## src/rtl/rggen_backdoor_arbiter.sv

```systemverilog
// Backdoor access arbiter: N backdoor channels share one register field.
// A granted request waits for the frontdoor to go idle, is applied to the
// field for exactly one cycle, and is answered with the pre-access value.
// A request that waits TIMEOUT cycles is answered with an error and no access.
module rggen_backdoor_arbiter #(
    parameter int CHANNELS    = 2,
    parameter int WIDTH       = 32,
    parameter int ROUND_ROBIN = 1,
    parameter int TIMEOUT     = 16
) (
    input  logic                      i_clk,
    input  logic                      i_rst_n,
    input  logic [CHANNELS-1:0]       i_req_valid,
    input  logic [CHANNELS-1:0]       i_req_write,
    input  logic [CHANNELS*WIDTH-1:0] i_req_mask,
    input  logic [CHANNELS*WIDTH-1:0] i_req_data,
    output logic [CHANNELS-1:0]       o_req_ready,
    output logic [WIDTH-1:0]          o_resp_data,
    output logic                      o_resp_error,
    input  logic                      i_frontdoor_busy,
    input  logic [WIDTH-1:0]          i_value,
    output logic                      o_backdoor_valid,
    output logic                      o_backdoor_write,
    output logic [WIDTH-1:0]          o_backdoor_mask,
    output logic [WIDTH-1:0]          o_backdoor_data
);
    localparam int PTR_W = (CHANNELS > 1) ? $clog2(CHANNELS) : 1;

    typedef enum logic [1:0] {IDLE, WAIT, ACCESS, RESP} state_e;

    state_e             state_q, state_d;
    logic [PTR_W-1:0]   ptr_q, ptr_d;
    logic [PTR_W-1:0]   grant_q, grant_d;
    logic               write_q, write_d;
    logic [WIDTH-1:0]   mask_q, mask_d;
    logic [WIDTH-1:0]   data_q, data_d;
    logic [WIDTH-1:0]   resp_q, resp_d;
    logic               err_q, err_d;
    logic [7:0]         cnt_q, cnt_d;

    logic [PTR_W-1:0]   pick;
    logic [PTR_W-1:0]   idx;

    // Channel selection: scan offsets from the far end so the nearest
    // requester (upward from the pointer, or lowest index) wins last.
    always_comb begin
        pick = '0;
        idx  = '0;
        for (int i = CHANNELS - 1; i >= 0; i--) begin
            if (ROUND_ROBIN != 0) begin
                idx = PTR_W'((int'(ptr_q) + i) % CHANNELS);
            end else begin
                idx = PTR_W'(i);
            end
            if (i_req_valid[idx]) begin
                pick = idx;
            end
        end
    end

    // State and request/response registers.
    always_ff @(posedge i_clk or negedge i_rst_n) begin
        if (!i_rst_n) begin
            state_q <= IDLE;
            ptr_q   <= '0;
            grant_q <= '0;
            write_q <= 1'b0;
            mask_q  <= '0;
            data_q  <= '0;
            resp_q  <= '0;
            err_q   <= 1'b0;
            cnt_q   <= '0;
        end else begin
            state_q <= state_d;
            ptr_q   <= ptr_d;
            grant_q <= grant_d;
            write_q <= write_d;
            mask_q  <= mask_d;
            data_q  <= data_d;
            resp_q  <= resp_d;
            err_q   <= err_d;
            cnt_q   <= cnt_d;
        end
    end

    // Next-state: latch the winner, wait out the frontdoor, capture, answer.
    always_comb begin
        state_d = state_q;
        ptr_d   = ptr_q;
        grant_d = grant_q;
        write_d = write_q;
        mask_d  = mask_q;
        data_d  = data_q;
        resp_d  = resp_q;
        err_d   = err_q;
        cnt_d   = cnt_q;
        case (state_q)
            IDLE: begin
                if (|i_req_valid) begin
                    grant_d = pick;
                    write_d = i_req_write[pick];
                    mask_d  = i_req_mask[int'(pick)*WIDTH +: WIDTH];
                    data_d  = i_req_data[int'(pick)*WIDTH +: WIDTH];
                    resp_d  = '0;
                    err_d   = 1'b0;
                    cnt_d   = '0;
                    state_d = WAIT;
                end
            end
            WAIT: begin
                if (!i_frontdoor_busy) begin
                    state_d = ACCESS;
                end else begin
                    cnt_d = cnt_q + 8'd1;
                    if (cnt_d == 8'(TIMEOUT)) begin
                        err_d   = 1'b1;
                        state_d = RESP;
                    end
                end
            end
            ACCESS: begin
                // Pre-write value: the field updates on this same edge.
                resp_d  = i_value;
                state_d = RESP;
            end
            RESP: begin
                ptr_d   = (CHANNELS > 1) ? PTR_W'((int'(grant_q) + 1) % CHANNELS) : '0;
                state_d = IDLE;
            end
            default: state_d = IDLE;
        endcase
    end

    // Outputs are pure functions of state, so reset clears them immediately.
    always_comb begin
        o_req_ready      = '0;
        o_resp_data      = '0;
        o_resp_error     = 1'b0;
        o_backdoor_valid = 1'b0;
        o_backdoor_write = 1'b0;
        o_backdoor_mask  = '0;
        o_backdoor_data  = '0;
        case (state_q)
            ACCESS: begin
                o_backdoor_valid = 1'b1;
                o_backdoor_write = write_q;
                o_backdoor_mask  = write_q ? mask_q : '0;
                o_backdoor_data  = data_q;
            end
            RESP: begin
                o_req_ready[grant_q] = 1'b1;
                o_resp_error         = err_q;
                o_resp_data          = err_q ? '0 : resp_q;
            end
            default: ;
        endcase
    end

endmodule
```

## config.mk

```make
export PLATFORM = sky130hd
export DESIGN_NAME = rggen_backdoor_arbiter
export DESIGN_NICKNAME = d
export VERILOG_FILES = /design/src/rtl/rggen_backdoor_arbiter.sv
export SDC_FILE = /design/constraint.sdc
export NUM_CORES = 1
export LEC_CHECK = 0
export CAP_MARGIN = 25
export CELL_PAD_IN_SITES_DETAIL_PLACEMENT = 1
export CELL_PAD_IN_SITES_GLOBAL_PLACEMENT = 1
export CORE_AREA = 2 2 146 134
export DETAILED_ROUTE_END_ITERATION = 10
export DIE_AREA = 0 0 148 136
export PLACE_DENSITY_LB_ADDON = 0.1
export SETUP_SLACK_MARGIN = 0.05
export SYNTH_ARGS = -nofsm -noshare
export SYNTH_HDL_FRONTEND = slang
export SYNTH_SLANG_ARGS = --single-unit
```

## constraint.sdc

```tcl
create_clock -name i_clk -period 2.3 [get_ports i_clk]
set_input_delay 0.345 -clock i_clk [delete_from_list [all_inputs] [get_ports i_clk]]
set_output_delay 0.345 -clock i_clk [all_outputs]
set_load 0.005 [all_outputs]
```

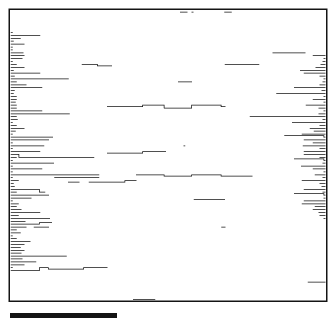
Run 1: metal 3
The bar under the picture is 50 µm long.
- longest straight run: 41.2 µm
- wire length on this layer: 1320 µm
- share of all routed wire: 6.9%
- nets with wire on the layer: 151
DR vias: 5159
met3 usage: 0.0617

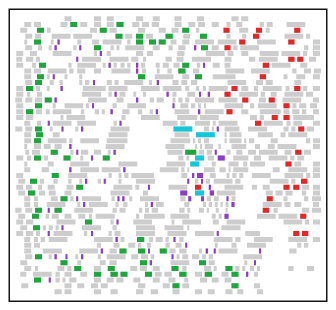
Run 1: gate-type map
- green: mux cells (cells 66; most used mux2i_1)
- cyan: fa/ha/maj cells (cells 5; most used ha_1; where middle)
- purple: nand cells (cells 80; most used nand2_1)
- red: non-inverting ao/oa cells (cells 33; most used a22o_1)

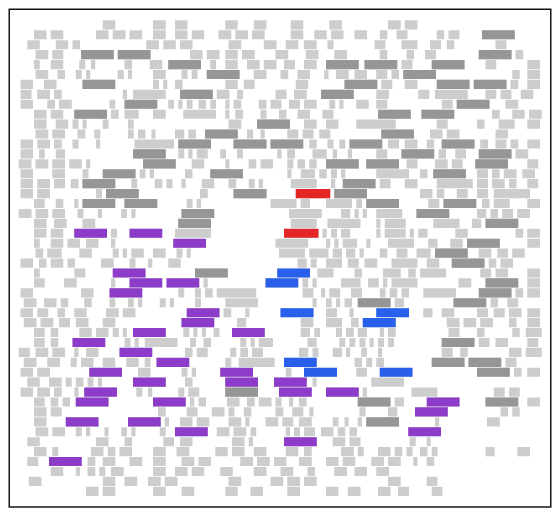
Run 1: register map, names as in the netlist
- purple: `mask_q` (flops 32)
- blue: `cnt_q` (flops 8)
- red: `state_q` (flops 2)
- not colored: 68
P_seq: 3.24 mW
final core occ: 0.487
sequential standard cell area: 0.00276 mm²

==> results.ini, run 1 <==
[synthesis]
edf_count = 0
ys_ff = 110
ys_sh_xor = 0.00159
synthesis.area_mm2 = 0.00550
async_reset_ff_frac = 1.00
fp_nets = 723
ys_sh_aoi = 0.138
postSynthCellCount = 551
ys_seq_frac = 0.501
syn-mean-instance-area_um2 = 9.98
synthTopLogicFamily = simple AND/OR/NAND/NOR gates
ys.flop_type = dfrtp_1
synthAdderAreaFrac = 0.0114

[worst_setup_path]
critical_path_peak_fanout = 16
crit_chain = ha_4 -> nor2b_4 -> buf_4 -> buf_16 -> and2_1 -> clkdlybuf4s50_1
endpoint_kind = output pin
crit_required_ns = 1.96
critPathTopFamily = buffers and inverters
crit_buf_inv = 3
startpoint = state_q[0]
slowest_stage = clkdlybuf4s50_1

[final_layout]
syn_to_final_growth_pct = 66.0
final_area_mm2 = 0.00913
stdcell_count = 1079
combGateArea_mm2 = 0.00262
fill_cells = 2067

[route]
wl_per_cell_um = 17.7
wl_um = 19100
dr.pass1.iters = 4
antenna_left = 0

[sta]
layout_min_cycle_time_ns = 2.36
grt_setup_unrepaired = yes
hold_violations = 0
finalSetupViolCount = 16
finalWorstSetupSlack_ns = -0.0561
relSlewSlack = 0.594
worstMarginPinSlew_ns = 0.609
fin_skew_ns = 0.00914
fin_crit_sh = 1.02

[status]
violations = setup timing
outcome = complete, but fails checks

[floorplan]
rows = 48
placeableCoreArea_mm2 = 0.0187
fp.dieW_um = 148
dieArea_mm2 = 0.0201
die_h_um = 136

[clock_tree]
cts_tree = done
h-tree-depth = 3
clock-sinks = 110
clk_latency_ns = 0.36
hold_buffers = 1
post_cts_buffers = 14
clockBufferDepth = 2
cts_root_buffer = clkbuf_16

[place]
dpl.hpwl_um = 13700
dpl.cell_count = 1040
gp_congestion = 0.849
placed_area_mm2 = 0.00855
pre_cts_slack_ns = 0.0962

[power]
p_per_area_mw_per_mm2 = 1050
power.total_mw = 9.58

[grt]
grt_pass1_wl_um = 29800
track_usage = 0.191
globalRoute.totalOverflow = 0
grt_max_degree = 132
grt_pass1_vias = 5488

[worst_hold_path]
hp-class = reg -> reg

## run 1: final timing paths
path	to	depth (start not counted)	slack, ns
setup / recovery	o_resp_data[25]	6	-0.06
max in group asynchronous	state_q[0]	3	1.14
setup reg to reg	resp_q[20]	9	0.07
min in group asynchronous	mask_q[24]	2	0.49
hold / removal	data_q[11]	2	0.48
hold reg to reg	data_q[11]	2	0.48
## run 1: synth_stat cells, types with 3 or more instances
library cell | count | area [µm²]
and3_1 | 32 | 200
nand2_1 | 72 | 270
ha_1 | 5 | 62.6
dfrtp_1 | 110 | 2750
inv_1 | 5 | 18.8
o31ai_1 | 3 | 22.5
and2_1 | 68 | 425
o21ai_0 | 74 | 370
nand3_1 | 4 | 20.0
clkbuf_1 | 31 | 116
a21oi_1 | 3 | 15.0
buf_2 | 8 | 40.0
mux2i_1 | 65 | 651
nor2b_1 | 3 | 18.8
a22o_1 | 33 | 289
nor2_1 | 11 | 41.3
o21ai_1 | 3 | 15.0
## run 1: registers in the layout (all words and copies together) (netlist names)
signal,flops
data_q,32
cnt_q,8
ptr_q,1
mask_q,32
err_q,1
state_q,2
resp_q,32
grant_q,1
write_q,1
## run 1: cell families (layout without fill, tap and decap cells)
logic type,count (synthesis),after routing
DFF,110,110
muxes,66,66
adders and majority gates,5,5
xor gates and xnor gates,1,1
AOI/OAI and AO/OA,121,121
buffers and inverters,48,326
and+or+nand+nor,200,200
## run 1: cell usage in the layout (no fill, tap or decap), types with 2 or more instances in the layout
cell type        synthesis  final
clkdlybuf4s15_1          0     14
mux2i_1                 65     65
nand3_1                  4      3
o31ai_1                  3      3
nand4_1                  2      2
dfrtp_1                110    108
nand2_1                 72     72
dlymetal6s2s_1           0      5
buf_12                   0     12
a21oi_1                  3      3
o21ai_0                 74     74
ha_4                     0      2
clkdlybuf4s50_1          0    184
dlygate4sd2_1            0     46
clkbuf_2                 0      8
nor2b_1                  3      2
ha_1                     5      3
and3_2                   2      2
buf_6                    1      5
nand3_2                  1      2
nor2_1                  11     10
o21ai_2                  1      2
and3_1                  32     31
clkbuf_16                0      9
buf_2                    8      9
inv_1                    5      4
buf_4                    1     17
dfrtp_2                  0      2
o21ai_4                  0      2
a22o_1                  33     33
and2_1                  68     68
bufinv_16                0      3
buf_16                   0      4
## run 1: worst register-to-register path, stage by stage, from the launching register on
cell,delay [ns]
dfrtp_2,0.44
buf_6,0.13
ha_4,0.17
buf_4,0.14
buf_12,0.12
buf_16,0.13
buf_6,0.13
o21ai_2,0.48
buf_12,0.24
a22o_1,0.18
## run 1: per-layer routing
metal,GRT usage,part of all wire,routed length [µm],vias to the layer above
met5,0,0,0,-
li1,-,-,-,2449
met1,0.235,0.43,8180,2527
met3,0.0617,0.069,1320,13
met2,0.327,0.49,9400,170
met4,0.0444,0.0094,180,0
## run 1: area by class of cell
cell class / count / share of cell area
clock buffer: 9 / 0.0247
clock inverter: 7 / 0.0132
inverter: 5 / 0.00206
multi-input combinational: 393 / 0.287
sequential: 110 / 0.302
tap: 250 / 0.0343
timing repair buffer: 305 / 0.337
## run 1: report_power, final
group	total (mW)	internal [mW]	switching (mW)
Clock	1.81	1.07	0.740
Combinational	4.53	2.40	2.13
Sequential	3.24	2.76	0.473
Run 1, met2 routing:
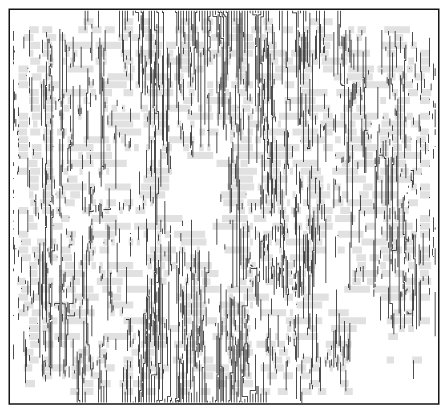

==> run 1 -> run 2 <==
CAP_MARGIN = unset   (was 25)
TNS_END_PERCENT = 1   (was unset)
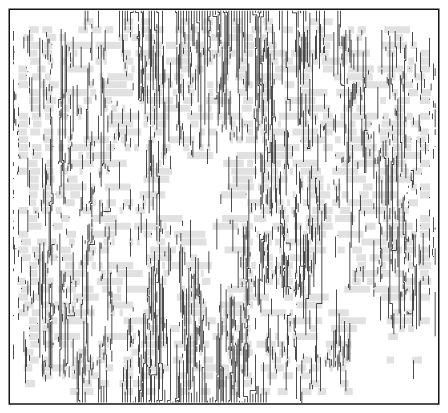
Run 2: met2 routing
- share of all routed wire: 49%
- main direction: vertical
overall routed net length: 18700 µm
met2 usage: 0.316

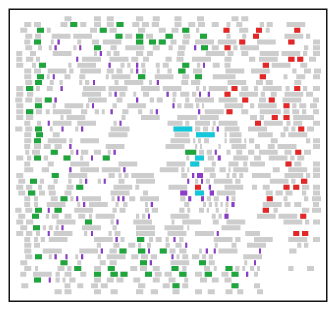
Run 2: gate-type map
- green: mux cells (cells 66; most used mux2i_1)
- purple: nand cells (cells 80; most used nand2_1)
- red: non-inverting ao/oa cells (cells 33; most used a22o_1)
- cyan: fa/ha/maj cells (cells 5; most used ha_1; where middle)
fin cells: 1068
dominant logic cell type in the layout: clkdlybuf4s50_1
fraction of area in multi-input gates: 0.289

==> results.ini, run 2 <==
[power]
p_int_mw = 6.03
power.total_mw = 9.27
p_leak_nw = 4.59
switching_power_mw = 3.24
clkPwrFrac = 0.195
switching_share = 0.349
comb_power_share = 0.456
p_per_area_mw_per_mm2 = 1030
p_seq_frac = 0.349
peakVddDrop_mv = 0.483

[place]
placed_area_mm2 = 0.00855
dpl.hpwl_um = 13700
pre_cts_slack_ns = 0.0962
portBuffers = 267
dpl.cell_count = 1040
gp_congestion = 0.849

[worst_setup_path]
crit_chain = ha_4 -> nor2b_4 -> buf_4 -> buf_16 -> and2_1 -> clkdlybuf4s50_1
critical_path_peak_fanout = 16
slowest_stage = clkdlybuf4s50_1
critPathTopFamily = buffers and inverters
worst_path_largest_cell_delay_ns = 0.49
r2r_start = state_q[1]
crit_type = reg -> out
startpoint_type = flop
crit_buf_inv = 3
crit_required_ns = 1.96
arrival_ns = 2.01
endpoint_kind = output pin
startpoint = state_q[0]

[route]
first_iter_violations = 248
vias = 5079
viasPerCell = 4.76
antenna_left = 0
dr.pass1.iters = 4
wl_per_cell_um = 17.5
drc = 0

[synthesis]
ys_ff = 110
yosys_cells = 551
synth-area-yosys_mm2 = 0.00550
postSynthCellCount = 551
synthesis.area_mm2 = 0.00550
ys.flop_type = dfrtp_1
edf_count = 0
synth.most_common_cell = dfrtp_1
synth_cell_types = 35
fp_nets = 723
syn-mean-instance-area_um2 = 9.98
yosysWarnings = 0
yosysTopAreaCellShare = 0.501
synth_area_leader_cell = dfrtp_1
async_reset_ff_frac = 1.00
ys_seq_frac = 0.501
synthTopCellsByCount = 110 x dfrtp_1, 74 x o21ai_0, 72 x nand2_1
synthTopCellsByArea = dfrtp_1 50%, mux2i_1 12%, and2_1 7.7%

[floorplan]
fp.dieW_um = 148
dieArea_mm2 = 0.0201
fp_util = 0.293
rows = 48
die_h_um = 136
ioPinCount = 268
placeableCoreArea_mm2 = 0.0187

[sta]
relSlewSlack = 0.596
fin_skew_ns = 0.00875
finalSetupViolCount = 16
fin_crit_sh = 1.02
layout_min_cycle_time_ns = 2.35
hold_violations = 0
fmax_mhz = 425
finalWorstSetupSlack_ns = -0.0506
finalMaxSlewViolations = 0
holdWs_ns = 0.478
grt_setup_unrepaired = yes
worstMarginPinSlew_ns = 0.607

[final_layout]
top_regs = data_q: 32 flops, mask_q: 32 flops, resp_q: 32 flops
final_area_mm2 = 0.00904
antenna_cells = 0
drive_gt1_frac = 0.0733
lay_top_cells = 185 x clkdlybuf4s50_1, 108 x dfrtp_1, 74 x o21ai_0
nets = 985
syn_to_final_growth_pct = 64.4

[clock_tree]
cts_tree = done
cts_root_buffer = clkbuf_16
clk_pin_slew_ns = 0.07
numCtsBuffers = 9
clockBufferDepth = 2
clock-sinks = 110
h-tree-depth = 3
clk_latency_ns = 0.36

[grt]
grt_pass1_vias = 5422
grt_pass1_wl_um = 29200
track_usage = 0.186
globalRoute.totalOverflow = 0
grt_max_degree = 132
antenna_found_initial = 0

[run]
warnings = 33
maxCapViolations = 0

[status]
outcome = complete, but fails checks
violations = setup timing

[worst_hold_path]
hold_start = data_q[11]
hp-class = reg -> reg

-- run 2: tightest hold or removal path: cells and delay by family (launching register included) --
family / cells / cell delay [ns]
flip-flops: 1 / 0.34
AND/OR/NAND/NOR: 1 / 0.04
AND-OR/OR-AND: 1 / 0.06
-- run 2: final timing paths --
check,to,slack (ns),depth (start not counted)
worst min-delay path,data_q[11],0.48,2
min in group asynchronous,mask_q[24],0.50,2
worst max-delay path,o_resp_data[25],-0.05,6
worst min register to register,data_q[11],0.48,2
worst max register to register,cnt_q[7],0.11,8
max in group asynchronous,state_q[0],1.14,3
-- run 2: power groups by stage --
stage | sequential, mW | clock, mW | combinational [mW]
after floorplan | 3.08 | 0 | 2.13
after global placement | 3.22 | 0 | 3.95
after detailed placement | 3.25 | 0 | 4.10
after CTS | 3.24 | 1.87 | 4.31
after global routing | 3.35 | 1.95 | 4.71
final | 3.23 | 1.80 | 4.23
-- run 2: cell families after synthesis --
family | share of synthesized area
adders and majority gates | 0.0114
AOI/OAI and AO/OA | 0.138
DFF | 0.501
xor gates and xnor gates | 0.00159
muxes | 0.121
and+or+nand+nor | 0.191
buffers and inverters | 0.0366
-- run 2: per-layer routing --
layer	part of all wire	vias up	GRT usage
li1	-	2423	-
met1	0.43	2469	0.229
met2	0.49	168	0.316
met3	0.070	19	0.0611
met4	0.013	0	0.0471
met5	0	-	0
-- run 2: layout make-up --
cell class | count | area (µm²)
clock buffer | 9 | 225
clock inverter | 7 | 120
fill | 2075 | 9700
inverter | 5 | 18.8
multi-input combinational | 393 | 2610
sequential | 110 | 2760
tap | 250 | 313
timing repair buffer | 294 | 3000
-- run 2: what timing repair did --
action	4_1_cts	5_1_grt
pin swaps	1	1
setup buffers	7	1
resized	83	11
cloned	3	0
endpoints found under the setup margin	98	31
endpoints found under the hold margin	33	0
hold buffers	1	0
-- run 2: stage by stage --
step           utilization  TNS (ns)
2_1_floorplan            -         0
3_3_place_gp         0.456         0
3_5_place_dp         0.456         0
4_1_cts              0.481     -2.21
5_1_grt              0.482     -2.36
6_report             0.482    -0.693
Run 2, track usage over the die:
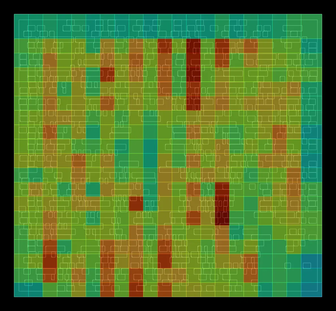

==> run 2 -> run 3 <==
CAP_MARGIN = 20   (was unset)
GPL_TIMING_DRIVEN = 0   (was unset)
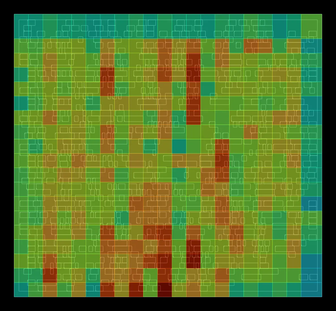
Run 3: track usage over the die
DR WL/cell: 17.9 µm
met3 usage: 0.0564
GRT Overall Usage: 0.194
met2 usage: 0.350
met1 Track Usage GR: 0.224

==> results.ini, run 3 <==
[route]
antenna_left = 0
top_layer_used = met4
vias = 5189
wl_met2_um = 9850
wl_met3_um = 1300
viasPerCell = 4.76
met1_length_um = 8010
drc = 0
wl_um = 19500
dr.pass1.iters = 4
first_iter_violations = 123

[synthesis]
synthTopCellsByCount = 110 x dfrtp_1, 74 x o21ai_0, 72 x nand2_1
ys_seq_frac = 0.501
synthesis.area_mm2 = 0.00550
syn-mean-instance-area_um2 = 9.98
edf_count = 0
fp_nets = 723
yosysTopAreaCellShare = 0.501
ys.flop_type = dfrtp_1
synth.most_common_cell = dfrtp_1
synth_cell_types = 35
yosys_cells = 551
synth_area_leader_cell = dfrtp_1
synthTopCellsByArea = dfrtp_1 50%, mux2i_1 12%, and2_1 7.7%
async_reset_ff_frac = 1.00
yosysWarnings = 0
postSynthCellCount = 551
synth-area-yosys_mm2 = 0.00550
ys_ff = 110

[worst_setup_path]
endpoint_kind = output pin
r2r_start = state_q[0]
rr_worst_depth = 7
path_depth = 5
arrival_ns = 2.01
r2r_end = resp_q[10]
startpoint_type = flop
crit_required_ns = 1.96
critPathTopFamily = buffers and inverters
crit_type = reg -> out
slowest_stage = clkdlybuf4s50_1
crit_chain = ha_4 -> nor2b_4 -> clkbuf_8 -> and2_1 -> clkdlybuf4s50_1
worst_path_largest_cell_delay_ns = 0.52
r2r_setup_slack_ns = 0.09
critical_path_peak_fanout = 10
crit_buf_inv = 2

[floorplan]
rows = 48
placeableCoreArea_mm2 = 0.0187
fp.dieW_um = 148
die_h_um = 136
ioPinCount = 268
fp_util = 0.293
dieArea_mm2 = 0.0201

[sta]
finalWorstSetupSlack_ns = -0.0529
fmax_mhz = 425
relSlewSlack = 0.532
finalSetupTns_ns = -0.429
layout_min_cycle_time_ns = 2.35
holdWs_ns = 0.465
fin_crit_sh = 1.02
finalSetupViolCount = 28
worstMarginPinSlew_ns = 0.702
fin_skew_ns = 0.00710
finalMaxSlewViolations = 0
hold_violations = 0
grt_setup_unrepaired = yes

[power]
p_per_area_mw_per_mm2 = 992
peakVddDrop_mv = 0.418
power.total_mw = 8.89
p_leak_nw = 4.30

[place]
portBuffers = 267
placed_area_mm2 = 0.00851
gp_congestion = 0.762
dpl.hpwl_um = 15200
dpl.cell_count = 1069
pre_cts_slack_ns = -0.600

[status]
violations = setup timing
outcome = complete, but fails checks

[worst_hold_path]
hp-class = in -> async

[clock_tree]
numCtsBuffers = 9
clk_pin_slew_ns = 0.07
clockBufferDepth = 2
clk_latency_ns = 0.35
cts_tree = done
cts_root_buffer = clkbuf_16
h-tree-depth = 3
clock-sinks = 110

[grt]
grt_pass1_vias = 5731
antenna_found_initial = 0
grt_max_degree = 72
globalRoute.totalOverflow = 0
grt_pass1_wl_um = 30400

[final_layout]
nets = 1008
lay_top_count = clkdlybuf4s50_1
drive_gt1_frac = 0.0785
top_regs = data_q: 32 flops, mask_q: 32 flops, resp_q: 32 flops
antenna_cells = 0
syn_to_final_growth_pct = 62.9
fill_cells = 2134
post-route-util = 0.478
final_area_mm2 = 0.00896
lay_top_cells = 200 x clkdlybuf4s50_1, 108 x dfrtp_1, 74 x o21ai_0

[run]
warnings = 31
maxCapViolations = 0

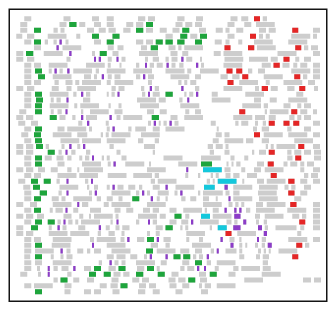
Run 3: gate-type map
- green: mux cells (cells 66; most used mux2i_1)
- cyan: fa/ha/maj cells (cells 5)
- purple: nand cells (cells 80; most used nand2_1)
- red: non-inverting ao/oa cells (cells 33; most used a22o_1)
fraction of area in multi-input gates: 0.290
fin cells: 1091

run 3: metal layers:
layer / up-vias / global-route usage
li1: 2473 / -
met1: 2529 / 0.224
met2: 165 / 0.350
met3: 22 / 0.0564
met4: 0 / 0.0545
met5: - / 0
run 3: logic make-up after synthesis:
| logic type | Yosys count | synth area share |
|---|---|---|
| muxes | 66 | 0.121 |
| DFF | 110 | 0.501 |
| adders and majority gates | 5 | 0.0114 |
| xor gates and xnor gates | 1 | 0.00159 |
| and+or+nand+nor | 200 | 0.191 |
| AOI/OAI and AO/OA | 121 | 0.138 |
| buffers and inverters | 48 | 0.0366 |
run 3: how the worst max path moves through the flow:
stage	endpoint	startpoint	slack, ns
2_1_floorplan	resp_q[0]	state_q[0]	0.40
3_3_place_gp	data_q[9]	i_rst_n	-3.64
3_5_place_dp	cnt_q[3]	i_req_valid[0]	-0.60
4_1_cts	o_resp_data[6]	state_q[1]	-0.17
5_1_grt	o_resp_data[24]	state_q[0]	-0.13
6_report	o_resp_data[9]	state_q[0]	-0.05
run 3: power by group:
part	total, mW	internal (mW)	switching, mW
Combinational	4.17	2.09	2.08
Clock	1.51	0.751	0.758
Sequential	3.21	2.76	0.451
run 3: cell type report:
type                       count  area, µm²  area share
clock inverter                 7       57.6     0.00642
multi-input combinational    393       2590       0.290
timing repair buffer         274       2700       0.301
tap                          250        313      0.0349
inverter                       5       21.3     0.00237
sequential                   110       2760       0.307
buffer                        43        298      0.0332
clock buffer                   9        225      0.0251
run 3: repair_timing:
item | CTS | global route
endpoints found under the hold margin | 39 | 0
resized | 105 | 52
setup endpoints to repair | 170 | 96
buffers inserted | 2 | 3
hold buffers | 1 | 0
Power figures rest on the tool's default switching activity, not on a simulated workload.
